Pin placement:
(1 px per um) Pins as bars across the die edge, other pins in gray.
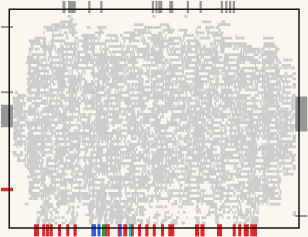
Close-up of the layout:
Region (191, 138) to (241, 188) um. Cells in gray, sequential cells in the stronger gray; small squares are vias.
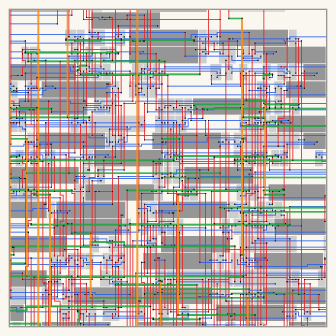
`config.mk`:
```
export PLATFORM = sky130hd
export DESIGN_NAME = fifo_multi
export DESIGN_NICKNAME = d
export VERILOG_FILES = /design/src/rtl/fifo_pkg.sv /design/src/rtl/fifo_multi_lane_compact.sv /design/src/rtl/fifo_multi.sv
export SDC_FILE = /design/constraint.sdc
export NUM_CORES = 1
export LEC_CHECK = 0
export ABC_AREA = 1
export ABC_CLOCK_PERIOD_IN_PS = 2500
export CORE_ASPECT_RATIO = 0.75
export CORE_MARGIN = 2
export CORE_UTILIZATION = 51
export CTS_CLUSTER_SIZE = 8
export DETAILED_ROUTE_END_ITERATION = 8
export PLACE_DENSITY = 0.72
export SLEW_MARGIN = 15
export SYNTH_ARGS = -nofsm -noshare
export SYNTH_HDL_FRONTEND = slang
export SYNTH_HIERARCHICAL = 1
export SYNTH_SLANG_ARGS = --single-unit
```
`constraint.sdc`:
```
create_clock -name clk -period 2.5 [get_ports clk]
set_input_delay 0.25 -clock clk [delete_from_list [all_inputs] [get_ports clk]]
set_output_delay 0.25 -clock clk [all_outputs]
set_load 0.005 [all_outputs]
```
`src/rtl/fifo_pkg.sv`:
```
// fifo_pkg: shared sizing helpers for the multi-lane FIFO family
package fifo_pkg;
   function automatic int clog2(input int v);
      int r;
      r = 0;
      while ((1 << r) < v) r++;
      return r;
   endfunction
   function automatic int popcount(input logic [63:0] v);
      int c;
      c = 0;
      for (int i = 0; i < 64; i++) c += int'(v[i]);
      return c;
   endfunction
   function automatic int depth_of(input int buff_width);
      return 1 << buff_width;
   endfunction
   localparam int DEF_BUFF_WIDTH = 4;
   localparam int DEF_DEPTH = depth_of(DEF_BUFF_WIDTH);
endpackage

```
`src/rtl/fifo_multi_lane_compact.sv`:
```
// lane_compact: packs valid lanes towards lane 0 in ascending order and counts them
module lane_compact
   import fifo_pkg::*;
#(
   parameter int N  = 2,
   parameter int W  = 31,
   localparam int CW = clog2(N + 1)
) (
   input  logic [N-1:0]   valid,
   input  logic [N*W-1:0] data,
   output logic [N*W-1:0] packed_data,
   output logic [CW-1:0]  count
);
   assign count = CW'(popcount(64'(valid)));
   always_comb begin
      int idx;
      idx = 0;
      packed_data = '0;
      for (int k = 0; k < N; k++) begin
         if (valid[k]) begin
            packed_data[idx*W +: W] = data[k*W +: W];
            idx++;
         end
      end
   end
endmodule

```
`src/rtl/fifo_multi.sv`:
```
// fifo_multi: multi-lane input FIFO emitting fixed N_OUT-word bundles with ready/valid on both sides
module fifo_multi
   import fifo_pkg::*;
#(
   parameter int D_WIDTH    = 31,
   parameter int BUFF_WIDTH = 4,
   parameter int N_IN       = 2,
   parameter int N_OUT      = 2
) (
   input  logic                     clk,
   input  logic                     reset,
   input  logic                     flush,
   input  logic [N_IN-1:0]          in_valid,
   input  logic [N_IN*D_WIDTH-1:0]  in_data,
   output logic                     in_ready,
   output logic [N_OUT*D_WIDTH-1:0] out_data,
   output logic                     out_valid,
   input  logic                     out_ready,
   output logic [BUFF_WIDTH:0]      level,
   output logic                     overflow
);
   localparam int DEPTH = depth_of(BUFF_WIDTH);
   localparam int LW    = BUFF_WIDTH + 1;
   localparam int CW    = clog2(N_IN + 1);

   if (N_IN > DEPTH || N_OUT > DEPTH) begin : g_bad_params
      $error("fifo_multi: N_IN and N_OUT must not exceed DEPTH");
   end

   logic [D_WIDTH-1:0]      mem [DEPTH];
   logic [BUFF_WIDTH-1:0]   head, tail;
   logic [N_IN*D_WIDTH-1:0] packed_data;
   logic [CW-1:0]           count;
   logic                    push, drop, load;

   lane_compact #(.N(N_IN), .W(D_WIDTH)) u_compact (
      .valid       (in_valid),
      .data        (in_data),
      .packed_data (packed_data),
      .count       (count)
   );

   // Readiness uses registered level only, so a same-cycle pop never admits extra words.
   assign in_ready = level <= LW'(DEPTH - N_IN);
   assign push     = in_ready && |in_valid;
   assign drop     = !in_ready && |in_valid;
   assign load     = (!out_valid || out_ready) && level >= LW'(N_OUT);

   always_ff @(posedge clk) begin
      if (push && !flush)
         for (int j = 0; j < N_IN; j++)
            if (CW'(j) < count) mem[head + BUFF_WIDTH'(j)] <= packed_data[j*D_WIDTH +: D_WIDTH];
   end

   always_ff @(posedge clk or negedge reset) begin
      if (!reset) begin
         head      <= '0;
         tail      <= '0;
         level     <= '0;
         out_valid <= 1'b0;
         out_data  <= '0;
         overflow  <= 1'b0;
      end else if (flush) begin
         head      <= '0;
         tail      <= '0;
         level     <= '0;
         out_valid <= 1'b0;
         overflow  <= 1'b0;
      end else begin
         if (push) head <= head + BUFF_WIDTH'(count);
         if (drop) overflow <= 1'b1;
         if (load) begin
            for (int j = 0; j < N_OUT; j++)
               out_data[j*D_WIDTH +: D_WIDTH] <= mem[tail + BUFF_WIDTH'(j)];
            tail      <= tail + BUFF_WIDTH'(N_OUT);
            out_valid <= 1'b1;
         end else if (out_ready) begin
            out_valid <= 1'b0;
         end
         level <= level + (push ? LW'(count) : LW'(0)) - (load ? LW'(N_OUT) : LW'(0));
      end
   end
endmodule
```
==> Slide: Implementation Results <==
Physical Implementation Snapshot

Status
  • Status: complete, no violations

Detailed routing
  • Met3 wirelength from detailed routing: 14.20 mm
  • Final antenna-violating net count: 0
  • DRC violation count after routing: 0
  • Routed vias: 28,280
  • Met2 routed wirelength: 46.36 mm
  • Routed WL: 103.5 mm
  • Total iterations of the first detailed-routing run: 6
  • Detail-routed net length per standard cell: 22.15 um
  • M1 wire length: 38.36 mm

Global routing
  • Antenna violations before repair: 1
  • Met1 track demand over resource: 0.4484
  • GRT overflow: 0
  • Number of global-route vias before repair: 27,480
  • Gr usage total: 0.3321
  • Layer carrying the most global-route usage: met2
  • Met3 GRT Util: 0.07254

Yosys
  • Largest family of logic cells by area: simple AND/OR/NAND/NOR gates
  • Cells in synth_stat.txt: 3,787
  • Most frequent cell after synthesis: sky130_fd_sc_hd__nand2_1
  • Number of register bits inferred by synthesis: 572
  • Mean instance size in the synthesized netlist: 8.165 um2
  • Share of the yosys chip area belonging to registers: 0.5432
  • Cell count after synthesis: 3,787
  • Post-synth area from yosys stat: 0.03092 mm2
  • Post-synth EDFFs: 496
  • Flip-flop cell with the highest count after synthesis: sky130_fd_sc_hd__edfxtp_1
  • Number of distinct standard cells referenced by the synthesized netlist: 25

Final layout
  • Number of antenna cells inserted: 2
  • Largest registers: mem x496, out_data x62, level x5
  • Post-Route Utilization: 0.6052
  • Top library cells by usage in the layout, fill and taps aside: 1,204 x sky130_fd_sc_hd__nand2_1, 673 x sky130_fd_sc_hd__nand3_1, 496 x sky130_fd_sc_hd__edfxtp_1
  • Share of post-route cells with drive strength above 1: 0.09483
  • Post-layout instance count excluding filler cells: 4,672
  • # fillers: 5,039
  • Clkbuf count: 142
  • Number of flip-flops in the largest register: 496
  • Count of plain and timing-repair buffers in the layout: 339
  • Number of sequential storage elements: 572
  • Fraction of area in multi-input gates: 0.3290
  • Multi-In Gates: 2,689

Clock tree
  • H-tree depth reported by CTS: 3
  • Maximum buffer depth of the clock tree: 3
  • Clock tree from TritonCTS: yes
  • Hold-fix buffers at CTS: 1
  • Total setup buffers inserted after CTS: 0

Pwr
  • VDD IR max: 0.0006116 V
  • Sequential Power: 11.7 mW
  • Cell internal power dissipation: 21.44 mW
  • Combinational Power: 10.2 mW
  • Clock network power consumption: 10.6 mW
  • Cell Pwr Density: 890.2 mW/mm2
  • Switching power: 11.00 mW
  • Cell leakage power: 15.36 nW
  • Biggest power consumer among the groups: registers
  • Sequential Power Share: 0.361

Critical path
  • Critical path start-end classification: flop to flop
  • R2r setup slk: 0.12 ns
  • CP endpoint: level[4]$_DFF_PN0_
  • Arrival time at the worst endpoint: 2.91 ns
  • Critical Path End Type: flop
  • Number of buffer and inverter instances along the worst setup path: 2
  • Max stage delay on crit path: 0.57 ns
  • Critical path required time: 3.03 ns

Job
  • Max-capacitance violation count: 0
  • Number of warnings in the stage logs: 35

STA
  • Highest achievable clock rate: 420.2 MHz
  • Fin. Hold Viols: 0
  • Worst rel slew slack: 0.4926
  • Post-layout min period: 2.380 ns
  • Number of endpoints failing setup at the final stage: 0

Floorplan
  • Die ar.: 0.06264 mm2
  • Floorplan utilization: 0.5135
  • Inserted tap cell count: 800

Placed design
  • Total placed cells including tap cells: 4,521
## Picture notes: 'pin placement'
Blue is level, pins 5, direction output, edge south. Cyan is out_ready, pins 1, direction input, edge south. Green is in_valid, pins 2, direction input, edge south. Red is in_data, pins 62, direction input, edge 60 south, 2 west.
All pins by edge: 72 south, 26 east, 20 west, 20 north.
Die X-Extent: 288.3 um
vertical die size: 217.2 um
IO buf count: 137

## Picture notes: 'close-up of the layout'
Orange is met4. Red is met2. Blue is met1. Green is met3.
Most frequent: nand2_1 (60), nand3_1 (34), edfxtp_1 (32). Netlist names of flops here include mem (32). Sequential cells in the window: 32. 179 logic cells have their middle in the window.

No activity file was given, so power comes from the tool's default toggle rates.
